File: config.mk
export PLATFORM = sky130hd
export DESIGN_NAME = reg_seq
export DESIGN_NICKNAME = d
export VERILOG_FILES = /design/src/rtl/reg_seq.sv
export SDC_FILE = /design/constraint.sdc
export NUM_CORES = 1
export LEC_CHECK = 0
export ABC_AREA = 1
export CORE_MARGIN = 2
export CORE_UTILIZATION = 41
export DETAILED_ROUTE_END_ITERATION = 16
export GPL_ROUTABILITY_DRIVEN = 0
export PLACE_DENSITY_LB_ADDON = 0.3
export REMOVE_ABC_BUFFERS = 1
export SETUP_SLACK_MARGIN = 0.15
export SLEW_MARGIN = 10
export SYNTH_ARGS = -nofsm -noshare
export SYNTH_HDL_FRONTEND = slang
export SYNTH_SLANG_ARGS = --single-unit
File: constraint.sdc
create_clock -name clk -period 3.3 [get_ports clk]
set_input_delay 0.825 -clock clk [delete_from_list [all_inputs] [get_ports clk]]
set_output_delay 0.825 -clock clk [all_outputs]
set_load 0.02 [all_outputs]
File: src/rtl/reg_seq.sv
// ============================================================================
// Module   : reg_seq
// Brief    : Register-transfer sequencer producing bus output enables and a
//            single glitch-free write strobe (DRIVE -> WRITE -> HOLD).
// Revision : 1.0  initial release
// ============================================================================
`default_nettype none

module reg_seq #(
    parameter int unsigned SETTLE = 2,
    parameter int unsigned HOLD   = 1
) (
    input  logic       clk,
    input  logic       rst,
    input  logic       start,
    input  logic [1:0] src_a,
    input  logic [1:0] src_b,
    input  logic [1:0] dst,
    input  logic       en_a,
    input  logic       en_b,
    input  logic       we,
    output logic [3:0] n_oe_a,
    output logic [3:0] n_oe_b,
    output logic [3:0] w_clk,
    output logic       busy,
    output logic       done
);

    typedef enum logic [1:0] {
        ST_IDLE  = 2'd0,
        ST_DRIVE = 2'd1,
        ST_WRITE = 2'd2,
        ST_HOLD  = 2'd3
    } state_t;

    localparam logic [3:0] C_SETTLE_LOAD = 4'(SETTLE - 1);
    localparam logic [3:0] C_HOLD_LOAD   = 4'(HOLD - 1);

    state_t     r_state, w_state_nxt;
    logic [3:0] r_cnt, w_cnt_nxt;
    logic [1:0] r_src_a, r_src_b, r_dst;
    logic       r_en_a, r_en_b, r_we;

    logic       w_accept;
    logic [1:0] w_sa, w_sb;
    logic       w_ea, w_eb;
    logic [3:0] w_oe_a_nxt, w_oe_b_nxt, w_clk_nxt;
    logic       w_done_nxt;

    assign w_accept = (r_state == ST_IDLE) && start;

    // On the accepting edge the latches are not loaded yet, so use live inputs.
    assign w_sa = w_accept ? src_a : r_src_a;
    assign w_sb = w_accept ? src_b : r_src_b;
    assign w_ea = w_accept ? en_a  : r_en_a;
    assign w_eb = w_accept ? en_b  : r_en_b;

    always_comb begin
        w_state_nxt = r_state;
        w_cnt_nxt   = r_cnt;
        w_done_nxt  = 1'b0;
        case (r_state)
            ST_IDLE: begin
                if (start) begin
                    w_state_nxt = ST_DRIVE;
                    w_cnt_nxt   = C_SETTLE_LOAD;
                end
            end
            ST_DRIVE: begin
                if (r_cnt == 4'd0) begin
                    if (r_we) begin
                        w_state_nxt = ST_WRITE;
                        w_cnt_nxt   = 4'd0;
                    end else begin
                        w_state_nxt = ST_HOLD;
                        w_cnt_nxt   = C_HOLD_LOAD;
                    end
                end else begin
                    w_cnt_nxt = r_cnt - 4'd1;
                end
            end
            ST_WRITE: begin
                w_state_nxt = ST_HOLD;
                w_cnt_nxt   = C_HOLD_LOAD;
            end
            ST_HOLD: begin
                if (r_cnt == 4'd0) begin
                    w_state_nxt = ST_IDLE;
                    w_cnt_nxt   = 4'd0;
                    w_done_nxt  = 1'b1;
                end else begin
                    w_cnt_nxt = r_cnt - 4'd1;
                end
            end
            default: begin
                w_state_nxt = ST_IDLE;
                w_cnt_nxt   = 4'd0;
            end
        endcase

        // Outputs are decoded from the next state and registered, so every
        // output pin is a flop and the strobe cannot glitch.
        w_oe_a_nxt = 4'hf;
        w_oe_b_nxt = 4'hf;
        w_clk_nxt  = 4'h0;
        if (w_state_nxt != ST_IDLE) begin
            if (w_ea) w_oe_a_nxt[w_sa] = 1'b0;
            if (w_eb) w_oe_b_nxt[w_sb] = 1'b0;
        end
        if (w_state_nxt == ST_WRITE) w_clk_nxt[r_dst] = 1'b1;
    end

    always_ff @(posedge clk or posedge rst) begin
        if (rst) begin
            r_state <= ST_IDLE;
            r_cnt   <= 4'd0;
            n_oe_a  <= 4'hf;
            n_oe_b  <= 4'hf;
            w_clk   <= 4'h0;
            busy    <= 1'b0;
            done    <= 1'b0;
        end else begin
            r_state <= w_state_nxt;
            r_cnt   <= w_cnt_nxt;
            n_oe_a  <= w_oe_a_nxt;
            n_oe_b  <= w_oe_b_nxt;
            w_clk   <= w_clk_nxt;
            busy    <= (w_state_nxt != ST_IDLE);
            done    <= w_done_nxt;
        end
    end

    always_ff @(posedge clk or posedge rst) begin
        if (rst) begin
            r_src_a <= 2'd0;
            r_src_b <= 2'd0;
            r_dst   <= 2'd0;
            r_en_a  <= 1'b0;
            r_en_b  <= 1'b0;
            r_we    <= 1'b0;
        end else if (w_accept) begin
            r_src_a <= src_a;
            r_src_b <= src_b;
            r_dst   <= dst;
            r_en_a  <= en_a;
            r_en_b  <= en_b;
            r_we    <= we;
        end
    end

endmodule

`default_nettype wire

**Met1 routing**

Scale bar: 20 um. Supply wires on this layer in gray.
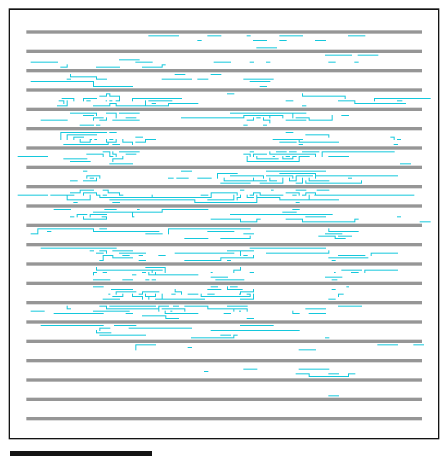
nets with wire on the layer = 165
longest straight run = 15.6 um
main direction = horizontal
share of all routed wire = 43%

**Met2 routing**

Cells faint in the background.
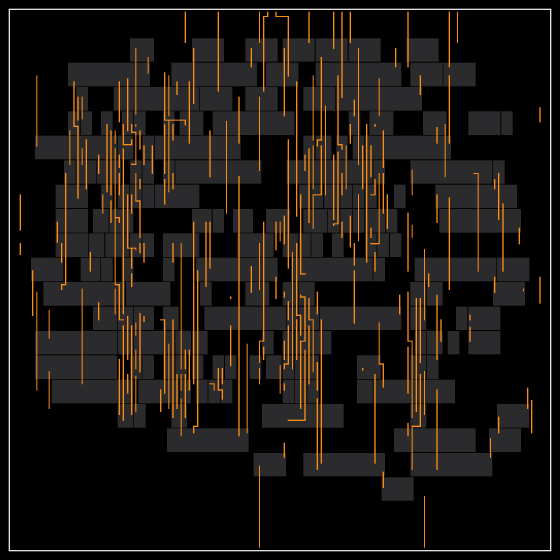
main direction = vertical
nets with wire on the layer = 153
share of all routed wire = 49%
longest straight run = 28.9 um
Via Count: 1015
met2 Use GR: 23.14%
Routed Wire Length: 2.376 mm

**Metal 3**

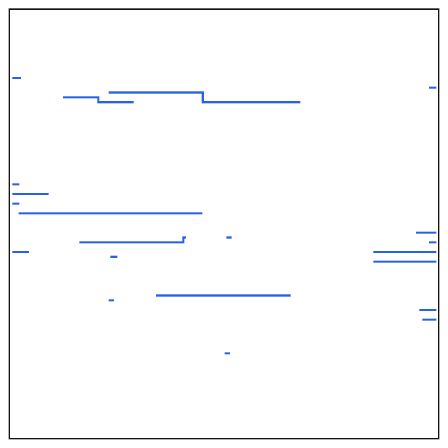
nets with wire on the layer = 16
longest straight run = 25.5 um
wire length on this layer = 133 um
main direction = horizontal

==> results.py <==
# Auto-generated metrics
metrics = {
    "run_status": {
        "status": "finished clean",
    },
    "synth": {
        "ys_sh_simple_pct": 30.02,
        "top_logic_kind": "simple AND/OR/NAND/NOR gates",
        "mux_share_pct": 0,
        "ys_area_um2": 1296,
        "xor_area_share_pct": 0,
        "syn_area_um2": 1296,
        "avgSynthCellArea_um2": 8.940,
        "syn_inst": 145,
    },
    "drt": {
        "wl_met2_mm": 1.157,
        "highest_layer": "met4",
        "drt_pre_antenna_iters": 4,
        "detail-route-antenna-nets": 0,
        "wl_per_cell_um": 10.75,
        "m1WireLength_mm": 1.014,
        "vias_per_cell": 4.593,
        "drtIter0Drc": 39,
    },
    "worst_hold_path": {
        "worstHoldPathCells": 1,
        "hp-start": "r_dst[0]",
    },
    "global_routing": {
        "antenna_found_initial": 0,
        "busiest_layer": "met2",
        "grt_pass1_wl_mm": 3.870,
    },
    "timing": {
        "layout_setup_ws_ns": 1.017,
        "rsz0062_at_grt": "no",
        "fin_crit_sh_pct": 69.17,
    },
    "placed_design": {
        "port_buffers": 25,
        "post_dp_cell_area_um2": 1580,
        "dp_hpwl_mm": 1.777,
    },
    "flow_run": {
        "maxCapViolCount": 0,
        "tool_warnings": 26,
    },
    "clocking": {
        "post_cts.repair.setup_buffers": 0,
        "root_buffer": "clkbuf_4",
        "cts.htree.levels": 2,
        "clock_sinks": 29,
    },
    "layout": {
        "area_growth_pct": 27.32,
        "drive_gt1_share_pct": 14.69,
    },
    "setup_path": {
        "crit_type": "flip-flop to output pin",
        "critPathLaunchType": "flip-flop",
        "worstPathCellList": "clkdlybuf4s50_1",
        "critical_path.n_buffers_inverters": 1,
        "rr_worst_depth": 7,
        "cp_max_fo": 1,
    },
    "floorplan": {
        "fp_util_pct": 42.81,
    },
    "power_and_ir_drop": {
        "power_frac_comb_pct": 40.5,
        "powerDensity_nw_per_um2": 844.9,
    },
}
[cells in the mapped netlist, drive strengths merged]
master / number / area (um^2)
nand2: 49 / 211.5
dfrtp: 21 / 525.5
inv: 17 / 63.81
nor2: 17 / 71.32
nand3: 9 / 45.04
dfstp: 8 / 210.2
nor3: 5 / 25.02
a21oi: 4 / 20.02
nand3b: 4 / 30.03
o21ai: 4 / 20.01
buf: 2 / 22.52
ha: 2 / 25.02
clkbuf: 1 / 13.76
nand4: 1 / 6.260
o22ai: 1 / 6.260
[worst max-delay path by stage]
stage                     startpoint   endpoint  depth (start not counted)
final                      n_oe_b[3]  n_oe_b[3]                          1
after global routing       n_oe_b[3]  n_oe_b[3]                          1
after CTS                  n_oe_b[3]  n_oe_b[3]                          1
after detailed placement       start  n_oe_b[1]                          8
after global placement         start  n_oe_b[1]                          8
after floorplan                  rst       busy                          1
[power groups by stage]
stage / clock network (uW) / logic (uW) / registers [uW]
CTS: 254 / 567 / 585
detailed placement: 0 / 565 / 593
finish: 246 / 564 / 584
global route: 267 / 640 / 604
floorplan: 0 / 336 / 635
global placement: 0 / 546 / 588
[layout make-up]
type,count,share of cell area [%]
inverter,17,3.867
clock buffer,7,3.942
multi-input combinational,96,27.90
clock inverter,1,0.3033
sequential,29,44.58
tap,44,3.336
timing repair buffer,27,16.07
[metrics by stage]
step                      power (uW)  utilization [%]
after floorplan                970.5                -
after global routing            1512            54.50
after detailed placement        1158            52.19
after CTS                       1406            54.50
final                           1394            54.50
after global placement          1134            52.19
[registers in the layout, indices dropped and copies added (netlist names), 2 cells and up]
register and count:
r_dst 2, w_clk 4, r_src_a 2, r_src_b 2, n_oe_b 4, n_oe_a 4, r_cnt 4, r_state 2
Power figures rest on the tool's default switching activity, not on a simulated workload.
